## src/rtl/mips_dmem_pkg.sv

```systemverilog
// Shared constants and types for the MA-stage data memory bridge:
// MMIO address map, STATUS bit positions and the UART transmitter state type.
package mips_dmem_pkg;

   localparam logic [7:0] ADDR_TXDATA = 8'hF0;
   localparam logic [7:0] ADDR_STATUS = 8'hF1;
   localparam logic [7:0] ADDR_CYCCNT = 8'hF2;
   localparam logic [7:0] ADDR_LED    = 8'hF3;

   localparam int STAT_FULL  = 0;
   localparam int STAT_EMPTY = 1;
   localparam int STAT_BUSY  = 2;
   localparam int STAT_OVF   = 3;

   typedef enum logic [1:0] {
      TX_IDLE,
      TX_START,
      TX_DATA,
      TX_STOP
   } tx_state_t;

endpackage

```

## src/rtl/dmem_uart_tx.sv

```systemverilog
// UART transmit path: byte FIFO feeding an 8N1 serializer.
// state    | meaning
// TX_IDLE  | line high; pops the FIFO head when one is waiting
// TX_START | start bit (low) for BAUD_DIV cycles
// TX_DATA  | 8 data bits, LSB first, BAUD_DIV cycles each
// TX_STOP  | stop bit (high) for BAUD_DIV cycles
module dmem_uart_tx
   import mips_dmem_pkg::*;
#(
   parameter int FIFO_DEPTH = 4,
   parameter int BAUD_DIV   = 16
) (
   input  logic       clk,
   input  logic       rst,
   input  logic       push,
   input  logic [7:0] push_data,
   output logic       full,
   output logic       empty,
   output logic       busy,
   output logic       uart_tx
);

   localparam int PW = $clog2(FIFO_DEPTH);
   localparam int BW = $clog2(BAUD_DIV);
   localparam logic [PW:0]   DEPTH_CNT = (PW+1)'(FIFO_DEPTH);
   localparam logic [PW:0]   CNT_ONE   = (PW+1)'(1);
   localparam logic [PW-1:0] PTR_ONE   = PW'(1);
   localparam logic [BW-1:0] BAUD_LOAD = BW'(BAUD_DIV - 1);
   localparam logic [BW-1:0] BAUD_ONE  = BW'(1);

   logic [7:0]    fifo_mem [FIFO_DEPTH];
   logic [PW-1:0] wr_ptr;
   logic [PW-1:0] rd_ptr;
   logic [PW:0]   count;

   tx_state_t     state;
   logic [BW-1:0] baud_cnt;
   logic [2:0]    bit_cnt;
   logic [7:0]    shift_reg;

   logic push_ok;
   logic pop;

   assign full    = (count == DEPTH_CNT);
   assign empty   = (count == '0);
   assign busy    = (state != TX_IDLE);
   assign push_ok = push && !full;
   assign pop     = (state == TX_IDLE) && !empty;

   always_ff @(posedge clk) begin
      if (push_ok) begin
         fifo_mem[wr_ptr] <= push_data;
      end
   end

   // Fullness is judged on the start-of-cycle count, so a same-cycle pop never rescues a push.
   always_ff @(posedge clk) begin
      if (rst) begin
         wr_ptr <= '0;
         rd_ptr <= '0;
         count  <= '0;
      end else begin
         if (push_ok) begin
            wr_ptr <= wr_ptr + PTR_ONE;
         end
         if (pop) begin
            rd_ptr <= rd_ptr + PTR_ONE;
         end
         unique case ({push_ok, pop})
            2'b10:   count <= count + CNT_ONE;
            2'b01:   count <= count - CNT_ONE;
            default: count <= count;
         endcase
      end
   end

   always_ff @(posedge clk) begin
      if (rst) begin
         state     <= TX_IDLE;
         uart_tx   <= 1'b1;
         baud_cnt  <= '0;
         bit_cnt   <= '0;
         shift_reg <= '0;
      end else begin
         unique case (state)
            TX_IDLE: begin
               uart_tx <= 1'b1;
               if (!empty) begin
                  shift_reg <= fifo_mem[rd_ptr];
                  baud_cnt  <= BAUD_LOAD;
                  uart_tx   <= 1'b0;
                  state     <= TX_START;
               end
            end
            TX_START: begin
               if (baud_cnt == '0) begin
                  baud_cnt <= BAUD_LOAD;
                  bit_cnt  <= '0;
                  uart_tx  <= shift_reg[0];
                  state    <= TX_DATA;
               end else begin
                  baud_cnt <= baud_cnt - BAUD_ONE;
               end
            end
            TX_DATA: begin
               if (baud_cnt == '0) begin
                  baud_cnt <= BAUD_LOAD;
                  if (bit_cnt == 3'd7) begin
                     uart_tx <= 1'b1;
                     state   <= TX_STOP;
                  end else begin
                     bit_cnt <= bit_cnt + 3'd1;
                     uart_tx <= shift_reg[bit_cnt + 3'd1];
                  end
               end else begin
                  baud_cnt <= baud_cnt - BAUD_ONE;
               end
            end
            TX_STOP: begin
               if (baud_cnt == '0) begin
                  state <= TX_IDLE;
               end else begin
                  baud_cnt <= baud_cnt - BAUD_ONE;
               end
            end
            default: begin
               state   <= TX_IDLE;
               uart_tx <= 1'b1;
            end
         endcase
      end
   end

endmodule

```

## src/rtl/mips_dmem_bridge.sv

```systemverilog
// Data-side memory bridge behind the core's MA stage: byte RAM, UART TX, STATUS, LED.
// Define DMEM_CYCCNT_EN to add the free-running 8-bit cycle counter at CYCCNT.
module mips_dmem_bridge
   import mips_dmem_pkg::*;
#(
   parameter int RAM_DEPTH  = 240,
   parameter int FIFO_DEPTH = 4,
   parameter int BAUD_DIV   = 16
) (
   input  logic       clk,
   input  logic       rst,
   input  logic       breq,
   input  logic       mem_w_en,
   input  logic [7:0] mem_rw_addr,
   input  logic [7:0] mem_w,
   output logic [7:0] mem_r,
   output logic       uart_tx,
   output logic [7:0] led
);

   localparam int RAW = (RAM_DEPTH > 1) ? $clog2(RAM_DEPTH) : 1;
   localparam logic [8:0] RAM_LIMIT = 9'(RAM_DEPTH);

   logic [7:0]     ram [RAM_DEPTH];
   logic [RAW-1:0] ram_idx;
   logic           in_ram;
   logic           store;
   logic           load;
   logic           tx_push;
   logic           fifo_full;
   logic           fifo_empty;
   logic           tx_busy;
   logic           overflow;
   logic [7:0]     status;
   logic [7:0]     cyc_val;
   logic [7:0]     rd_data;

   assign store   = breq && mem_w_en;
   assign load    = breq && !mem_w_en;
   assign in_ram  = ({1'b0, mem_rw_addr} < RAM_LIMIT);
   assign ram_idx = mem_rw_addr[RAW-1:0];
   assign tx_push = store && (mem_rw_addr == ADDR_TXDATA);

   dmem_uart_tx #(
      .FIFO_DEPTH (FIFO_DEPTH),
      .BAUD_DIV   (BAUD_DIV)
   ) u_uart_tx (
      .clk       (clk),
      .rst       (rst),
      .push      (tx_push),
      .push_data (mem_w),
      .full      (fifo_full),
      .empty     (fifo_empty),
      .busy      (tx_busy),
      .uart_tx   (uart_tx)
   );

   always_ff @(posedge clk) begin
      if (!rst && store && in_ram) begin
         ram[ram_idx] <= mem_w;
      end
   end

   // A dropped push and a clear in the same cycle leave the flag set.
   always_ff @(posedge clk) begin
      if (rst) begin
         overflow <= 1'b0;
      end else if (tx_push && fifo_full) begin
         overflow <= 1'b1;
      end else if (store && (mem_rw_addr == ADDR_STATUS) && mem_w[STAT_OVF]) begin
         overflow <= 1'b0;
      end
   end

   always_ff @(posedge clk) begin
      if (rst) begin
         led <= '0;
      end else if (store && (mem_rw_addr == ADDR_LED)) begin
         led <= mem_w;
      end
   end

`ifdef DMEM_CYCCNT_EN
   logic [7:0] cyc_cnt;

   always_ff @(posedge clk) begin
      if (rst) begin
         cyc_cnt <= '0;
      end else begin
         cyc_cnt <= cyc_cnt + 8'd1;
      end
   end

   assign cyc_val = cyc_cnt;
`else
   assign cyc_val = 8'h00;
`endif

   always_comb begin
      status             = '0;
      status[STAT_FULL]  = fifo_full;
      status[STAT_EMPTY] = fifo_empty;
      status[STAT_BUSY]  = tx_busy;
      status[STAT_OVF]   = overflow;
   end

   always_comb begin
      rd_data = '0;
      if (in_ram) begin
         rd_data = ram[ram_idx];
      end else begin
         unique case (mem_rw_addr)
            ADDR_STATUS: rd_data = status;
            ADDR_CYCCNT: rd_data = cyc_val;
            ADDR_LED:    rd_data = led;
            default:     rd_data = '0;
         endcase
      end
   end

   // Load data is held for exactly one cycle; any cycle not following a load reads zero.
   always_ff @(posedge clk) begin
      if (rst) begin
         mem_r <= '0;
      end else begin
         mem_r <= load ? rd_data : 8'h00;
      end
   end

endmodule
```

## config.mk

```make
export PLATFORM = sky130hd
export DESIGN_NAME = mips_dmem_bridge
export DESIGN_NICKNAME = d
export VERILOG_FILES = /design/src/rtl/mips_dmem_pkg.sv /design/src/rtl/dmem_uart_tx.sv /design/src/rtl/mips_dmem_bridge.sv
export SDC_FILE = /design/constraint.sdc
export NUM_CORES = 2
export LEC_CHECK = 0
export CAP_MARGIN = 10
export CORE_MARGIN = 1
export CORE_UTILIZATION = 39
export DETAILED_ROUTE_END_ITERATION = 8
export PLACE_DENSITY = 0.53
export RECOVER_POWER = 50
export SETUP_SLACK_MARGIN = 0.15
export SLEW_MARGIN = 10
export SYNTH_ARGS = -nofsm -noshare
export SYNTH_HDL_FRONTEND = slang
export SYNTH_SLANG_ARGS = --single-unit
```

## constraint.sdc

```tcl
create_clock -name clk -period 9.07 [get_ports clk]
set_input_delay 1.814 -clock clk [delete_from_list [all_inputs] [get_ports clk]]
set_output_delay 1.814 -clock clk [all_outputs]
set_load 0.01 [all_outputs]
```

==> results.yml <==
# synthesis and place-and-route metrics
synth:
  synth_area_sq_um: 77300
  avgSynthCellArea_sq_um: 20.5
  ys_types: 63
  syn_inst: 3773
  ys_area_sq_um: 77300
global_route:
  grt_max_degree: 188
  antenna_found_initial: 4
  grt_pass1_wl_um: 301000
final_timing:
  drv_slew: 1027
  fmax_mhz: 151
pwr:
  power.share.switching_pct: 22.4
job:
  drv_cap: 13
detailed_routing:
  drt_iter0_drc: 4577
  drc: 2
  highest_layer: "met5"
  vias: 38500
setup_path:
  crit_end: "overflow$_SDFFE_PP0P_"
  timing.rr.start: "ram[139][3]$_DFFE_PP_"
  path_buffers: 2
  critPathLaunchType: "primary input"
  cp.depth: 5
  reg2regPathDepth: 6
die:
  die_h_um: 447
  fp_util_pct: 39.2
cts:
  clock_latency_ns: 0.85
status:
  status: "finished, violations left"
  violations: "DRC, capacitance limit, slew limit"
final_layout:
  instances_no_fill: 6694
hold_path:
  hold_class: "flop to flop"
synthesized netlist by cell type (all sizes together) (14+ instances only):
| cell type | count | area share, % |
|---|---|---|
| mux2i | 96 | 1.2 |
| nand2 | 149 | 0.72 |
| inv | 14 | 0.068 |
| nand4 | 19 | 0.15 |
| nand3 | 64 | 0.41 |
| mux4 | 466 | 14 |
| nor2 | 326 | 1.6 |
| nor3 | 15 | 0.10 |
| a22oi | 74 | 0.72 |
| clkbuf | 104 | 0.50 |
| and2 | 14 | 0.11 |
| a211oi | 16 | 0.16 |
| o22ai | 73 | 0.59 |
| edfxtp | 1952 | 76 |
| o21ai | 34 | 0.22 |
| a21oi | 50 | 0.32 |
| buf | 112 | 0.95 |
| o211ai | 14 | 0.14 |
| dfxtp | 42 | 1.1 |
worst min-delay path by stage:
stage	to	slack (ns)	depth (start not counted)	startpoint
3_3_place_gp	u_uart_tx.shift_reg[6]$_SDFFE_PP0P_	0.44	2	u_uart_tx.shift_reg[6]$_SDFFE_PP0P_
5_1_grt	u_uart_tx.shift_reg[2]$_SDFFE_PP0P_	0.47	2	u_uart_tx.shift_reg[2]$_SDFFE_PP0P_
3_5_place_dp	u_uart_tx.shift_reg[2]$_SDFFE_PP0P_	0.45	2	u_uart_tx.shift_reg[2]$_SDFFE_PP0P_
6_report	u_uart_tx.shift_reg[2]$_SDFFE_PP0P_	0.45	2	u_uart_tx.shift_reg[2]$_SDFFE_PP0P_
4_1_cts	u_uart_tx.shift_reg[2]$_SDFFE_PP0P_	0.45	2	u_uart_tx.shift_reg[2]$_SDFFE_PP0P_
2_1_floorplan	u_uart_tx.shift_reg[4]$_SDFFE_PP0P_	0.43	2	u_uart_tx.shift_reg[4]$_SDFFE_PP0P_
metrics by stage:
stage / setup WS [ns] / area (sq um) / hold slack [ns]
after floorplan: 4.78 / 77300 / 0.433
after global placement: 2.80 / 80600 / 0.442
after detailed placement: 2.99 / 80600 / 0.446
after CTS: 3.89 / 87300 / 0.455
after global routing: 1.93 / 87200 / 0.473
final: 2.45 / 87200 / 0.451
tightest hold or removal path: cells and delay by family, from the launching register on:
kind             cells  cell delay [ns]
flip-flops           1             0.30
AND-OR/OR-AND        1             0.05
AND/OR/NAND/NOR      1             0.05
power groups by stage:
stage | Combinational, mW | Clock (mW) | Sequential, mW
floorplan | 0.540 | 0 | 10.3
global placement | 1.01 | 0 | 10.3
detailed placement | 1.02 | 0 | 10.3
CTS | 1.02 | 8.49 | 10.2
global route | 1.07 | 8.82 | 10.2
finish | 1.01 | 8.36 | 10.2
cells in the final DEF, fill, tap and decap left out, drive strengths merged, types with 50 or more instances in the layout:
master / count
edfxtp: 1952
o22ai: 73
nor2: 326
nand2: 149
nand3: 64
clkinv: 102
mux2i: 96
clkbuf: 245
buf: 85
mux4: 466
a22oi: 74
a21oi: 50
kinds of logic after synthesis:
family / Yosys count / share of synthesized area [%]
DFF: 1994 / 76.9
buffers and inverters: 230 / 1.53
muxes: 570 / 14.9
adders and majority gates: 14 / 0.236
and+or+nand+nor: 640 / 3.57
xor gates and xnor gates: 5 / 0.0567
AOI/OAI and AO/OA: 320 / 2.77
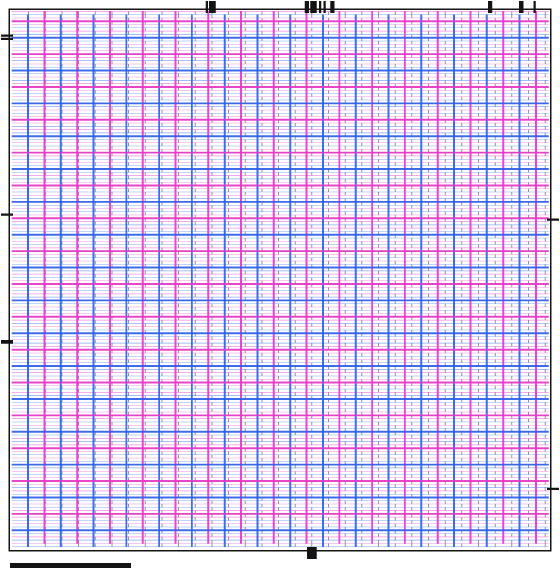
Figure 1: floorplan with the power grid.
Scale bar: 100 um. Pins as bars on the die edge. Tap cells in grey.
[blue] VSS
[magenta] VDD
signal pins: 37
met4 straps: 32
met1 rails: 164
rows: 163

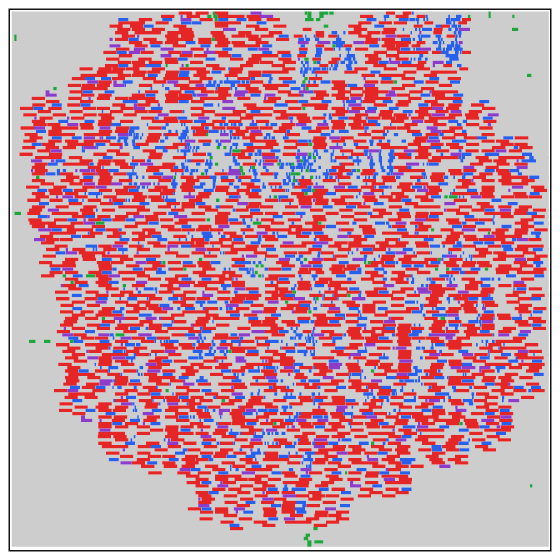
Figure 2: placement by cell class.
Fill, decap, tap and diode cells in grey.
[purple] clock drivers and dummy loads | cells: 374 | share of their area: 7.9%
[green] other buffers and delay cells | cells: 120 | share of their area: 1.2%
[red] flops | cells: 1994 | share of their area: 71%
[blue] combinational and other logic | cells: 1563 | share of their area: 20%

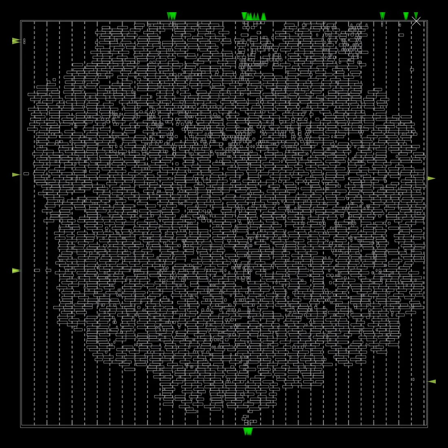
Figure 3: cell outlines without signal wires.
tap cell count: 2640
flop share of the area: 68.2%
Layout fillers: 17000
final core occ: 44.2%

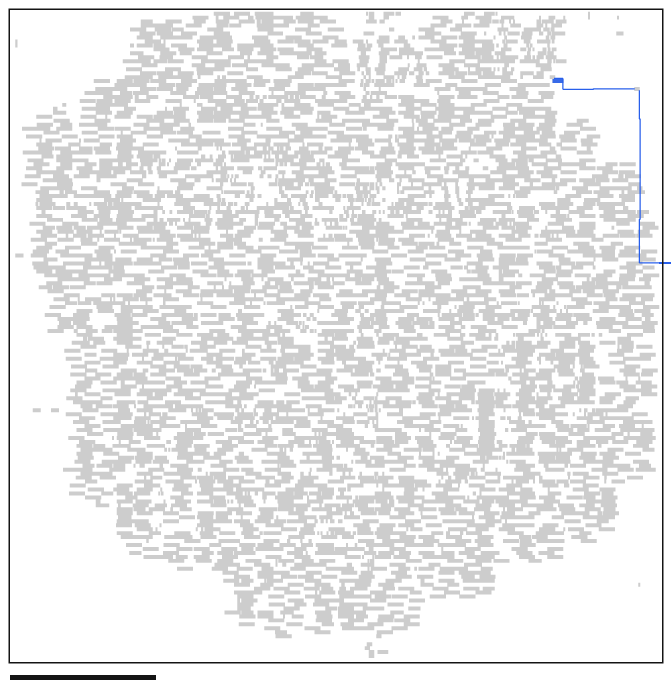
Figure 4: port wiring.
Scale bar: 100 um.
[blue] `uart_tx` | direction: output | edge: east | end cells: 1 | buffers: 1 | wire: 197 um

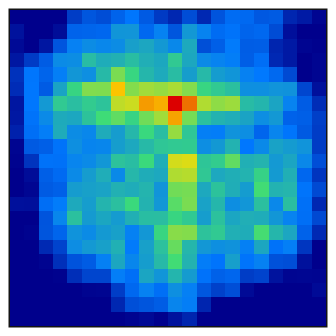
Figure 5: wire density map.
22 x 22 tiles, from dark blue (low) to red (high), scaled to the fullest tile. Values are wire area over tile area, all layers added.
tiles over half the peak: 8.3%
nearly empty tiles: 18%
emptiest ninth of the die: south-west
final WL: 213000 um
Total Routing Usage GR: 21.4%

Power figures rest on the tool's default switching activity, not on a simulated workload.
